## config.mk

```make
export PLATFORM = sky130hd
export DESIGN_NAME = uv_blk_copy_flat
export DESIGN_NICKNAME = d
export VERILOG_FILES = /design/src/rtl/uv_blk_copy_if.sv /design/src/rtl/uv_blk_copy.sv /design/src/flat_wrapper.sv
export SDC_FILE = /design/constraint.sdc
export NUM_CORES = 1
export LEC_CHECK = 0
export CAP_MARGIN = 20
export CORE_MARGIN = 1
export CORE_UTILIZATION = 64
export DETAILED_ROUTE_END_ITERATION = 16
export DONT_BUFFER_PORTS = 1
export PLACE_DENSITY = 0.84
export SLEW_MARGIN = 20
export SYNTH_ARGS = -nofsm -noshare
export SYNTH_HDL_FRONTEND = slang
export SYNTH_SLANG_ARGS = --single-unit
```

## constraint.sdc

```tcl
create_clock -name clk -period 2.58 [get_ports clk]
set_input_delay 0.516 -clock clk [delete_from_list [all_inputs] [get_ports clk]]
set_output_delay 0.516 -clock clk [all_outputs]
set_load 0.01 [all_outputs]
```

## src/rtl/uv_blk_copy_if.sv

```systemverilog
// Request/response memory bus shared by the copy initiator (master) and a responder (slave).
interface uv_blk_copy_if #(
  parameter int unsigned ALEN = 32,
  parameter int unsigned DLEN = 32,
  parameter int unsigned MLEN = DLEN / 8
);
  logic            mem_req_vld;
  logic            mem_req_rdy;
  logic            mem_req_read;
  logic [ALEN-1:0] mem_req_addr;
  logic [MLEN-1:0] mem_req_mask;
  logic [DLEN-1:0] mem_req_data;
  logic            mem_rsp_vld;
  logic            mem_rsp_rdy;
  logic [1:0]      mem_rsp_excp;
  logic [DLEN-1:0] mem_rsp_data;

  modport master (
    output mem_req_vld, mem_req_read, mem_req_addr, mem_req_mask, mem_req_data, mem_rsp_rdy,
    input  mem_req_rdy, mem_rsp_vld, mem_rsp_excp, mem_rsp_data
  );

  modport slave (
    input  mem_req_vld, mem_req_read, mem_req_addr, mem_req_mask, mem_req_data, mem_rsp_rdy,
    output mem_req_rdy, mem_rsp_vld, mem_rsp_excp, mem_rsp_data
  );
endinterface

```

## src/rtl/uv_blk_copy.sv

```systemverilog
// Single-outstanding memory-copy initiator: read a word, write it, advance, repeat.
// Stops on the first response exception and latches the faulting address and code.
module uv_blk_copy #(
  parameter int unsigned ALEN  = 32,
  parameter int unsigned DLEN  = 32,
  parameter int unsigned MLEN  = DLEN / 8,
  parameter int unsigned LEN_W = 16
) (
  input  logic             clk,
  input  logic             rst_n,
  input  logic             cfg_start,
  input  logic [ALEN-1:0]  cfg_src,
  input  logic [ALEN-1:0]  cfg_dst,
  input  logic [LEN_W-1:0] cfg_len,
  output logic             busy,
  output logic             done,
  output logic             err,
  output logic [ALEN-1:0]  err_addr,
  output logic [1:0]       err_excp,
  uv_blk_copy_if.master    mem
);

  localparam int unsigned WBYTES = DLEN / 8;

  typedef enum logic [2:0] {
    S_IDLE, S_RD_REQ, S_RD_RSP, S_WR_REQ, S_WR_RSP, S_DONE
  } state_e;

  state_e           state_q, state_d;
  logic [ALEN-1:0]  src_ptr_q, src_ptr_d;
  logic [ALEN-1:0]  dst_ptr_q, dst_ptr_d;
  logic [LEN_W-1:0] remain_q, remain_d;
  logic [DLEN-1:0]  buf_q, buf_d;
  logic             busy_q, busy_d;
  logic             done_q, done_d;
  logic             err_q, err_d;
  logic [ALEN-1:0]  err_addr_q, err_addr_d;
  logic [1:0]       err_excp_q, err_excp_d;
  logic             req_vld_q, req_vld_d;
  logic             req_read_q, req_read_d;
  logic [ALEN-1:0]  req_addr_q, req_addr_d;
  logic [MLEN-1:0]  req_mask_q, req_mask_d;
  logic [DLEN-1:0]  req_data_q, req_data_d;
  logic             rsp_rdy_q, rsp_rdy_d;

  // Next state, datapath updates, and request fields derived from the next state
  always_comb begin
    state_d    = state_q;
    src_ptr_d  = src_ptr_q;
    dst_ptr_d  = dst_ptr_q;
    remain_d   = remain_q;
    buf_d      = buf_q;
    err_d      = err_q;
    err_addr_d = err_addr_q;
    err_excp_d = err_excp_q;

    unique case (state_q)
      S_IDLE: begin
        if (cfg_start) begin
          src_ptr_d = cfg_src;
          dst_ptr_d = cfg_dst;
          remain_d  = cfg_len;
          err_d     = 1'b0;
          state_d   = (cfg_len == '0) ? S_DONE : S_RD_REQ;
        end
      end
      S_RD_REQ: if (mem.mem_req_rdy) state_d = S_RD_RSP;
      S_RD_RSP: begin
        if (mem.mem_rsp_vld) begin
          if (mem.mem_rsp_excp != 2'b00) begin
            err_d      = 1'b1;
            err_addr_d = src_ptr_q;
            err_excp_d = mem.mem_rsp_excp;
            state_d    = S_DONE;
          end else begin
            buf_d   = mem.mem_rsp_data;
            state_d = S_WR_REQ;
          end
        end
      end
      S_WR_REQ: if (mem.mem_req_rdy) state_d = S_WR_RSP;
      S_WR_RSP: begin
        if (mem.mem_rsp_vld) begin
          if (mem.mem_rsp_excp != 2'b00) begin
            err_d      = 1'b1;
            err_addr_d = dst_ptr_q;
            err_excp_d = mem.mem_rsp_excp;
            state_d    = S_DONE;
          end else begin
            src_ptr_d = src_ptr_q + ALEN'(WBYTES);
            dst_ptr_d = dst_ptr_q + ALEN'(WBYTES);
            remain_d  = remain_q - LEN_W'(1);
            state_d   = (remain_q == LEN_W'(1)) ? S_DONE : S_RD_REQ;
          end
        end
      end
      S_DONE:  state_d = S_IDLE;
      default: state_d = S_IDLE;
    endcase

    // Request fields only change when a new request state is entered, so they hold while stalled
    busy_d     = state_d inside {S_RD_REQ, S_RD_RSP, S_WR_REQ, S_WR_RSP};
    done_d     = (state_d == S_DONE);
    req_vld_d  = (state_d == S_RD_REQ) || (state_d == S_WR_REQ);
    req_read_d = (state_d == S_RD_REQ);
    req_addr_d = req_addr_q;
    if (state_d == S_RD_REQ) req_addr_d = src_ptr_d;
    if (state_d == S_WR_REQ) req_addr_d = dst_ptr_d;
    req_mask_d = req_vld_d ? '1 : '0;
    req_data_d = (state_d == S_WR_REQ) ? buf_d : '0;
    rsp_rdy_d  = !req_vld_d;
  end

  always_ff @(posedge clk or negedge rst_n) begin
    if (!rst_n) begin
      state_q    <= S_IDLE;
      src_ptr_q  <= '0;
      dst_ptr_q  <= '0;
      remain_q   <= '0;
      buf_q      <= '0;
      busy_q     <= 1'b0;
      done_q     <= 1'b0;
      err_q      <= 1'b0;
      err_addr_q <= '0;
      err_excp_q <= '0;
      req_vld_q  <= 1'b0;
      req_read_q <= 1'b0;
      req_addr_q <= '0;
      req_mask_q <= '0;
      req_data_q <= '0;
      rsp_rdy_q  <= 1'b1;
    end else begin
      state_q    <= state_d;
      src_ptr_q  <= src_ptr_d;
      dst_ptr_q  <= dst_ptr_d;
      remain_q   <= remain_d;
      buf_q      <= buf_d;
      busy_q     <= busy_d;
      done_q     <= done_d;
      err_q      <= err_d;
      err_addr_q <= err_addr_d;
      err_excp_q <= err_excp_d;
      req_vld_q  <= req_vld_d;
      req_read_q <= req_read_d;
      req_addr_q <= req_addr_d;
      req_mask_q <= req_mask_d;
      req_data_q <= req_data_d;
      rsp_rdy_q  <= rsp_rdy_d;
    end
  end

  assign busy             = busy_q;
  assign done             = done_q;
  assign err              = err_q;
  assign err_addr         = err_addr_q;
  assign err_excp         = err_excp_q;
  assign mem.mem_req_vld  = req_vld_q;
  assign mem.mem_req_read = req_read_q;
  assign mem.mem_req_addr = req_addr_q;
  assign mem.mem_req_mask = req_mask_q;
  assign mem.mem_req_data = req_data_q;
  assign mem.mem_rsp_rdy  = rsp_rdy_q;

endmodule

```

## src/flat_wrapper.sv

```systemverilog
// flat-port wrapper written by rule: the top's interface ports become plain ports
module uv_blk_copy_flat 
#(
  parameter int unsigned ALEN  = 32,
  parameter int unsigned DLEN  = 32,
  parameter int unsigned MLEN  = DLEN / 8,
  parameter int unsigned LEN_W = 16
)
  (clk, rst_n, cfg_start, cfg_src, cfg_dst, cfg_len, busy, done, err, err_addr, err_excp, mem_mem_req_vld, mem_mem_req_read, mem_mem_req_addr, mem_mem_req_mask, mem_mem_req_data, mem_mem_rsp_rdy, mem_mem_req_rdy, mem_mem_rsp_vld, mem_mem_rsp_excp, mem_mem_rsp_data);
  uv_blk_copy_if #(.ALEN(ALEN), .DLEN(DLEN), .MLEN(MLEN)) mem_i ();
  input  logic clk;
  input  logic rst_n;
  input  logic cfg_start;
  input  logic [ALEN-1:0] cfg_src;
  input  logic [ALEN-1:0] cfg_dst;
  input  logic [LEN_W-1:0] cfg_len;
  output logic busy;
  output logic done;
  output logic err;
  output logic [ALEN-1:0] err_addr;
  output logic [1:0] err_excp;
  output wire logic [$bits(mem_i.mem_req_vld)-1:0] mem_mem_req_vld;
  output wire logic [$bits(mem_i.mem_req_read)-1:0] mem_mem_req_read;
  output wire logic [$bits(mem_i.mem_req_addr)-1:0] mem_mem_req_addr;
  output wire logic [$bits(mem_i.mem_req_mask)-1:0] mem_mem_req_mask;
  output wire logic [$bits(mem_i.mem_req_data)-1:0] mem_mem_req_data;
  output wire logic [$bits(mem_i.mem_rsp_rdy)-1:0] mem_mem_rsp_rdy;
  input wire logic [$bits(mem_i.mem_req_rdy)-1:0] mem_mem_req_rdy;
  input wire logic [$bits(mem_i.mem_rsp_vld)-1:0] mem_mem_rsp_vld;
  input wire logic [$bits(mem_i.mem_rsp_excp)-1:0] mem_mem_rsp_excp;
  input wire logic [$bits(mem_i.mem_rsp_data)-1:0] mem_mem_rsp_data;
  assign mem_mem_req_vld = mem_i.mem_req_vld;
  assign mem_mem_req_read = mem_i.mem_req_read;
  assign mem_mem_req_addr = mem_i.mem_req_addr;
  assign mem_mem_req_mask = mem_i.mem_req_mask;
  assign mem_mem_req_data = mem_i.mem_req_data;
  assign mem_mem_rsp_rdy = mem_i.mem_rsp_rdy;
  assign mem_i.mem_req_rdy = mem_mem_req_rdy;
  assign mem_i.mem_rsp_vld = mem_mem_rsp_vld;
  assign mem_i.mem_rsp_excp = mem_mem_rsp_excp;
  assign mem_i.mem_rsp_data = mem_mem_rsp_data;
  uv_blk_copy #(.ALEN(ALEN), .DLEN(DLEN), .MLEN(MLEN), .LEN_W(LEN_W)) u_core (.clk(clk), .rst_n(rst_n), .cfg_start(cfg_start), .cfg_src(cfg_src), .cfg_dst(cfg_dst), .cfg_len(cfg_len), .busy(busy), .done(done), .err(err), .err_addr(err_addr), .err_excp(err_excp), .mem(mem_i));
endmodule
```

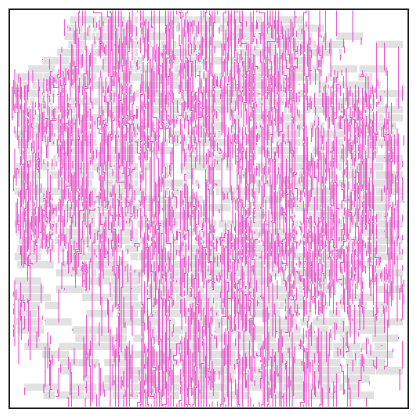
(metal 2)
Drawn at 3 px/um. Cells faint in the background.
main direction: vertical
share of all routed wire: 47%
nets with wire on the layer: 1127
wire length on this layer: 15900 um
Via Count: 9866
DRT Wirelength: 34.0 mm

==> notes.md <==
yosys + openroad results -> Max-cap violations 0, R2R depth 8, count of non-CTS buffers in the layout 76, Non-clock buffer share 5.30%, fmax 399 MHz, Seq group 6.80 mW, YS warnings 0, post-route cell area 0.0122 mm^2, Clock Root Buffer clkbuf_16, most instantiated cells after synthesis 218 x dfrtp_1, 163 x nand2_1, 84 x nor2_1, total gr overflow 0, port bufs 0, status finished, violations left, Sw Share 43.5%, Post-synth top flop dfrtp_1, combinational share of cell area 40.9%, vias in the first global route 9498, Critical R2R Capture u_core.mem.mem_req_addr[31], clk sinks 219, Post-DP Area 0.0114 mm^2, first-pass GRT wire length 52.6 mm, WHS -286 ps, async set-or-reset flop fraction in the synthesized netlist 100%, switching pwr 7.41 mW, CTS Buf Count 23, VDD IR max 860 uV, failing checks negative hold slack, Setup Viol. Count Final 0, Final Hold Fails 218, Yosys top cell area share 50.0%, chip area 0.0176 mm^2, Seq pwr share 39.9%, fin crit share 97.2%, Chip Width 133 um, Synth top cell by count dfrtp_1, Synth Instances 1158
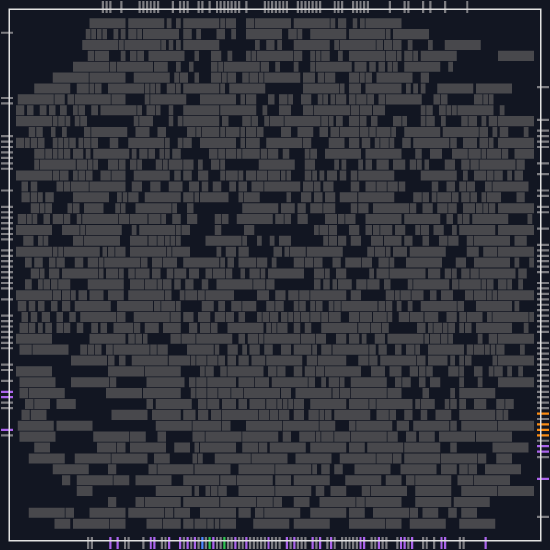
(I/O pins on the die edge)
Drawn at 4 px/um. Pins as bars across the die edge, other pins in grey.
legend:
  orange:
    port: mem_mem_req_mask
    pins: 4
    direction: output
    edge: east
  green:
    port: err_excp
    pins: 2
    direction: output
    edge: south
  blue:
    port: mem_mem_rsp_vld
    pins: 1
    direction: input
    edge: south
  purple:
    port: mem_mem_req_data
    pins: 32
    direction: output
    edge: 26 south, 3 east, 3 west

placed cells by master, fill, tap and decap left out, types with 18 or more instances in the layout:
cell type,n
a21oi_1,51
a22oi_1,18
a31oi_1,42
and3_1,46
buf_4,70
clkbuf_16,23
dfrtp_1,216
inv_1,18
mux2_2,37
mux2i_1,25
nand2_1,162
nand3_1,48
nor2_1,83
nor3_1,31
nor4_1,19
o21ai_0,55
o22ai_1,22
metal layers:
| metal | share of wire, % | GRT usage [%] | up-vias |
|---|---|---|---|
| met4 | 6.3 | 22.5 | 2 |
| met1 | 37 | 48.4 | 4835 |
| met5 | 0.026 | 0 | - |
| met2 | 47 | 62.2 | 647 |
| li1 | - | - | 4242 |
| met3 | 10 | 9.08 | 140 |
critical path, stage by stage (launching register included):
cell and delay [ps]:
dfrtp_1 410, or3_1 420, or3_1 380, o21ai_1 220
a211oi_2 150, buf_4 200, nand3_1 120, inv_1 140
a221o_1 330
state kept, by name (all words and copies together) (netlist names):
signal                   cells
u_core.state_q               3
u_core.src_ptr_q            32
u_core.remain_q             16
u_core.mem.mem_rsp_rdy       1
u_core.buf_q                32
u_core.mem.mem_req_mask      1
u_core.err_excp              2
u_core.mem.mem_req_data     32
u_core.mem.mem_req_read      1
u_core.done                  1
u_core.mem.mem_req_addr     32
u_core.dst_ptr_q            32
u_core.err_addr             32
u_core.err                   1
u_core.busy                  1
through the flow:
step                worst slack, ps  util (%)  hold slack (ps)
global placement              -54.9      69.0              227
global route                  -21.4      73.5             -299
floorplan                       218         -              220
finish                         72.2      73.5             -286
detailed placement            -50.6      69.0              225
CTS                            76.2      73.3             -300
repair_timing:
action	in CTS	in global routing
setup buffers	0	1
setup endpoints to repair	0	16
endpoints found under the hold margin	219	219
gates resized	0	7
Power is estimated from default activity; no workload was simulated.
